File: src/rtl/neuron_stream_driver_pkg.sv
// rtl/neuron_stream_driver_pkg.sv - shared types and helpers for the neuron stream driver
//
// Purpose: FSM state encoding, default geometry and index-width derivation
//          shared by neuron_stream_driver and neuron_input_buffer.
// Ports:   none (package).

package neuron_stream_driver_pkg;

  localparam int N_DEFAULT = 10;
  localparam int Q_DEFAULT = 9;
  localparam int K_DEFAULT = 4;

  typedef enum logic [2:0] {
    S_LOAD     = 3'd0,
    S_PREFETCH = 3'd1,
    S_STREAM   = 3'd2,
    S_BIAS     = 3'd3,
    S_CAPTURE  = 3'd4,
    S_DONE     = 3'd5
  } state_t;

  function automatic int clog2(input int value);
    int r;
    r = 0;
    for (int i = 0; i < 31; i++) begin
      if ((1 << i) < value) r = i + 1;
    end
    return r;
  endfunction

  // Index width for a K-entry vector; never narrower than one bit.
  function automatic int addr_width(input int k);
    return (k < 2) ? 1 : clog2(k);
  endfunction

endpackage

File: src/rtl/neuron_input_buffer.sv
// rtl/neuron_input_buffer.sv - K x N input vector register file
//
// Purpose: holds the K input elements of the current vector; written in
//          order during load, read combinationally by stream index.
// Ports:
//   clk      in   clock
//   i_we     in   write enable
//   i_waddr  in   write index
//   i_wdata  in   write data (N bits)
//   i_raddr  in   read index
//   o_rdata  out  read data (N bits), combinational

module neuron_input_buffer
  import neuron_stream_driver_pkg::*;
#(
  parameter int N  = N_DEFAULT,
  parameter int K  = K_DEFAULT,
  parameter int AW = addr_width(K)
) (
  input  logic          clk,
  input  logic          i_we,
  input  logic [AW-1:0] i_waddr,
  input  logic [N-1:0]  i_wdata,
  input  logic [AW-1:0] i_raddr,
  output logic [N-1:0]  o_rdata
);

  // Data storage only: stale contents are harmless because the load
  // counter restarts at zero and every entry is rewritten before use.
  logic [N-1:0] r_mem [K];

  always_ff @(posedge clk) begin
    if (i_we) r_mem[i_waddr] <= i_wdata;
  end

  assign o_rdata = r_mem[i_raddr];

endmodule

File: src/rtl/neuron_stream_driver.sv
// rtl/neuron_stream_driver.sv - sequencer feeding one fixed-point MAC neuron
//
// Purpose: buffers a K-element input vector, streams K weight/input pairs
//          from a 1-cycle-latency weight ROM into the neuron, runs the
//          neuron's bias cycle, captures its result and offers it on a
//          valid/ready output.
// Ports:
//   clk, rst              clock, synchronous active-high reset
//   in_valid/in_ready     input word handshake
//   in_data               input element x[i], loaded i=0..K-1
//   bias                  neuron bias, sampled with the last input word
//   w_addr / w_data       weight ROM address / data (1-cycle latency)
//   n_rst, n_inptReady    neuron reset and accumulate strobe
//   n_w, n_x, n_b         neuron weight, input and bias operands
//   n_out                 neuron result (combinational from accumulator)
//   out_valid/out_ready   result handshake
//   out_data              captured neuron result

module neuron_stream_driver
  import neuron_stream_driver_pkg::*;
#(
  parameter int N  = N_DEFAULT,
  parameter int Q  = Q_DEFAULT,
  parameter int K  = K_DEFAULT,
  parameter int AW = addr_width(K)
) (
  input  logic          clk,
  input  logic          rst,
  input  logic          in_valid,
  output logic          in_ready,
  input  logic [N-1:0]  in_data,
  input  logic [N-1:0]  bias,
  output logic [AW-1:0] w_addr,
  input  logic [N-1:0]  w_data,
  output logic          n_rst,
  output logic          n_inptReady,
  output logic [N-1:0]  n_w,
  output logic [N-1:0]  n_x,
  output logic [N-1:0]  n_b,
  input  logic [N-1:0]  n_out,
  output logic          out_valid,
  input  logic          out_ready,
  output logic [N-1:0]  out_data
);

  // Q only matters to the neuron; it is checked here so a bad pairing of
  // word width and fraction bits is caught at elaboration.
  if (Q < 0 || Q >= N) begin : g_bad_q
    $error("neuron_stream_driver: Q must be in [0, N-1]");
  end
  if (K < 2) begin : g_bad_k
    $error("neuron_stream_driver: K must be at least 2");
  end

  localparam logic [AW-1:0] LAST = AW'(K - 1);
  localparam logic [AW-1:0] ONE  = AW'(1);

  state_t        r_state;
  logic [AW-1:0] r_cnt;
  logic [AW-1:0] r_idx;
  logic [N-1:0]  r_bias;
  logic [N-1:0]  r_out_data;
  logic          r_out_valid;
  logic [AW-1:0] r_w_addr;
  logic          r_n_rst;
  logic          r_n_inptReady;

  logic          w_accept;
  logic [N-1:0]  w_xbuf_rdata;

  assign in_ready = (r_state == S_LOAD) && !rst;
  assign w_accept = in_valid && in_ready;

  neuron_input_buffer #(
    .N  (N),
    .K  (K),
    .AW (AW)
  ) u_xbuf (
    .clk     (clk),
    .i_we    (w_accept),
    .i_waddr (r_cnt),
    .i_wdata (in_data),
    .i_raddr (r_idx),
    .o_rdata (w_xbuf_rdata)
  );

  always_ff @(posedge clk) begin
    if (rst) begin
      r_state       <= S_LOAD;
      r_cnt         <= '0;
      r_idx         <= '0;
      r_bias        <= '0;
      r_out_data    <= '0;
      r_out_valid   <= 1'b0;
      r_w_addr      <= '0;
      r_n_rst       <= 1'b1;
      r_n_inptReady <= 1'b0;
    end else begin
      case (r_state)
        S_LOAD: begin
          if (w_accept) begin
            if (r_cnt == LAST) begin
              r_bias   <= bias;
              r_cnt    <= '0;
              r_w_addr <= '0;
              r_state  <= S_PREFETCH;
            end else begin
              r_cnt <= r_cnt + ONE;
            end
          end
        end
        // Address 0 is on the ROM this cycle, so weight 0 is on w_data
        // in the first stream cycle; from then on the address runs one
        // ahead of the index.
        S_PREFETCH: begin
          r_idx         <= '0;
          r_w_addr      <= ONE;
          r_n_rst       <= 1'b0;
          r_n_inptReady <= 1'b1;
          r_state       <= S_STREAM;
        end
        S_STREAM: begin
          if (r_idx == LAST) begin
            r_idx         <= '0;
            r_w_addr      <= '0;
            r_n_inptReady <= 1'b0;
            r_state       <= S_BIAS;
          end else begin
            r_idx <= r_idx + ONE;
            if (r_w_addr != LAST) r_w_addr <= r_w_addr + ONE;
          end
        end
        // Neuron out of reset with strobe low: it adds n_b at this edge.
        S_BIAS: begin
          r_state <= S_CAPTURE;
        end
        // The neuron would add bias again at this closing edge; the result
        // is sampled before that and the neuron is reset from DONE onward.
        S_CAPTURE: begin
          r_out_data  <= n_out;
          r_out_valid <= 1'b1;
          r_n_rst     <= 1'b1;
          r_state     <= S_DONE;
        end
        S_DONE: begin
          if (out_ready) begin
            r_out_valid <= 1'b0;
            r_state     <= S_LOAD;
          end
        end
        default: begin
          r_state <= S_LOAD;
        end
      endcase
    end
  end

  assign w_addr      = r_w_addr;
  assign n_rst       = r_n_rst;
  assign n_inptReady = r_n_inptReady;
  assign n_w         = r_n_inptReady ? w_data : '0;
  assign n_x         = r_n_inptReady ? w_xbuf_rdata : '0;
  assign n_b         = r_bias;
  assign out_valid   = r_out_valid;
  assign out_data    = r_out_data;

endmodule

File: config.mk
export PLATFORM = sky130hd
export DESIGN_NAME = neuron_stream_driver
export DESIGN_NICKNAME = d
export VERILOG_FILES = /design/src/rtl/neuron_stream_driver_pkg.sv /design/src/rtl/neuron_input_buffer.sv /design/src/rtl/neuron_stream_driver.sv
export SDC_FILE = /design/constraint.sdc
export NUM_CORES = 1
export LEC_CHECK = 0
export CAP_MARGIN = 10
export CORE_ASPECT_RATIO = 0.75
export CORE_MARGIN = 2
export CORE_UTILIZATION = 45
export CTS_BUF_LIST = sky130_fd_sc_hd__clkbuf_16
export DETAILED_ROUTE_END_ITERATION = 7
export PLACE_DENSITY = 0.74
export REMOVE_ABC_BUFFERS = 1
export SETUP_SLACK_MARGIN = 0.4
export SYNTH_ARGS = -nofsm -noshare
export SYNTH_HDL_FRONTEND = slang
export SYNTH_SLANG_ARGS = --single-unit
File: constraint.sdc
create_clock -name clk -period 2.4 [get_ports clk]
set_input_delay 0.48 -clock clk [delete_from_list [all_inputs] [get_ports clk]]
set_output_delay 0.48 -clock clk [all_outputs]
set_load 0.02 [all_outputs]
Figure 1. I/O pins on the die edge.
The bar under the picture is 20 µm long. Pins as bars across the die edge, other pins in grey.
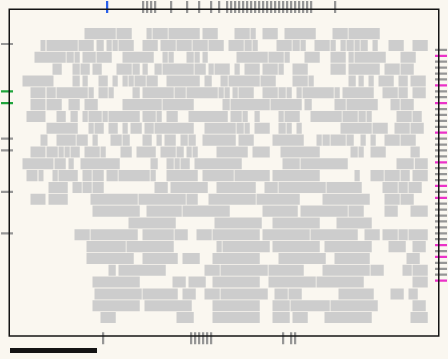
legend:
  blue:
    port: n_rst
    pins: 1
    direction: output
    edge: north
  green:
    port: w_addr
    pins: 2
    direction: output
    edge: west
  magenta:
    port: n_w
    pins: 10
    direction: output
    edge: east
all pins by edge: 40 east, 33 north, 10 south, 7 west

Figure 2. Placed standard cells.
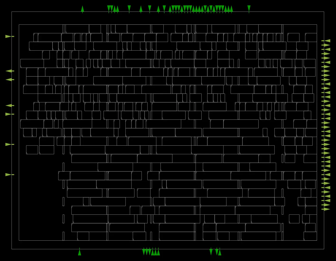
Flops: 74
Rows: 25
FILL cells: 477
tap cells: 81
fin cells: 436

==> run summary <==
Uppermost layer routed: met4
CTS max path bufs: 2
# diodes: 0
Fraction of area in registers: 0.432
Clk_lat worst skew: 320 ps
Max-Cap Viols: 0
Width of the chip: 98.4 µm
Adder share: 0.0250
Combinational share of cell area: 0.245
Largest power group: sequential cells
Post-place instance area: 4040 µm²
Crit-path max FO: 5
RSZ-0062 raised after global routing: yes
Post-CTS Resized: 86
Hold Path Class: register to register
CP endpoint kind: output pin
Logic pwr share: 0.067
Vias in the first global route: 2045
Routed WL per cell: 14.2 µm
Largest net degree at the start of global routing: 34
Int Pwr: 2.17 mW
ClkCell Share: 0.0619
OpenROAD warning count: 30
GRT Util Overall: 0.174
CP Data Required Time: 1920 ps
Fin crit period: 2090 ps
Status: finished clean
Setup_tns: 0 ps
Largest logic family: simple AND/OR/NAND/NOR gates
Commonest flop: edfxtp_1
# Cells Yosys: 250
Worst-path cell chain: buf_12 > mux4_2 > and2_4 > buf_6
Share of layout cells above drive strength 1: 0.177
Post-Route M1 WL: 2.75 mm
Pwr Density: 626 nW/µm²
Crit path buffers/inverters: 2
TritonCTS sink count: 74
CTS HTree Levels: 3
Part of the power in registers: 0.503
Logic area: 1070 µm²
FFs w/ async S/R, synth: 0
Reg clk slew, reported paths: 50 ps
Post-route cell area: 4370 µm²
Synth flops: 74
Logic Gate Count: 159
Vert. Die Dim: 74.8 µm
Number of non-clock buffers: 102
Drt total wl: 6.20 mm
Worst EP arrival: 1610 ps
Max Clk Rate: 0.479 GHz
Final setup viols: 0
Drc violations: 0
CP max stage delay: 510 ps
Met3 capacity usage during global routing: 0.0557
Root Buffer: clkbuf_16
Simple-Gate Area Share: 0.170
Synth cell types: 35
Area grow syn2layout: 45.3%
Post-synth seq share: 0.626
Post-Syn Area: 3010 µm²
Drt first pass iters: 4
Peak VDD IR: 468 µV
[flip-flops by register name, summed over array words and instances, names as in the netlist, 2 cells and up, named ones only]
name          flops
u_xbuf.r_mem     40
n_b              10
out_data         10
r_state           3
r_cnt             2
r_idx             2
w_addr            2
[worst paths after layout]
check | from | endpoint | slack [ps] | cells past startpoint
max | register | n_x[3] | 310 | 4
min | out_data[1]$_SDFFE_PP0P_ | out_data[1]$_SDFFE_PP0P_ | 450 | 2
max reg2reg | r_state[0]$_SDFFE_PP0P_ | u_xbuf.r_mem[3][9]$_DFFE_PP_ | 790 | 4
min reg2reg | out_data[1]$_SDFFE_PP0P_ | out_data[1]$_SDFFE_PP0P_ | 450 | 2
[stage by stage]
step                hold WS (ps)  worst slack (ps)  total power, mW  instances  utilization
finish                       453               311             2.73        436        0.685
global route                 472               268             2.84        436        0.685
CTS                          455               271             2.76        436        0.683
detailed placement           447              37.6             1.58        419        0.633
global placement             441              36.0             1.58        419        0.633
floorplan                    505               498             1.46        237            -
[cells in the final DEF (no fill, tap or decap), drive strengths merged, types with 2 or more instances in the layout]
cell,instances
nor2b,4
clkbuf,9
dfxtp,34
o21ai,4
ha,6
mux4,10
nand2b,4
clkinv,3
o31ai,3
nor2,10
buf,24
edfxtp,40
inv,6
a21oi,26
and3,3
dlygate4sd2,10
and2,22
clkinvlp,2
nand3b,2
clkdlybuf4s50,67
nand2,51
[synth_stat cells (2+ instances only)]
cell      instances
nand2_1          51
nand2b_1          4
mux4_2           10
clkbuf_1          4
nor2_1           10
a21oi_1          26
inv_1             3
o21ai_0           3
and2_1           22
nor2b_1           4
nand3b_1          2
o31ai_1           3
and3_1            3
edfxtp_1         40
dfxtp_1          34
buf_1             3
buf_2             5
ha_1              6
Power and IR drop assume default switching activity.
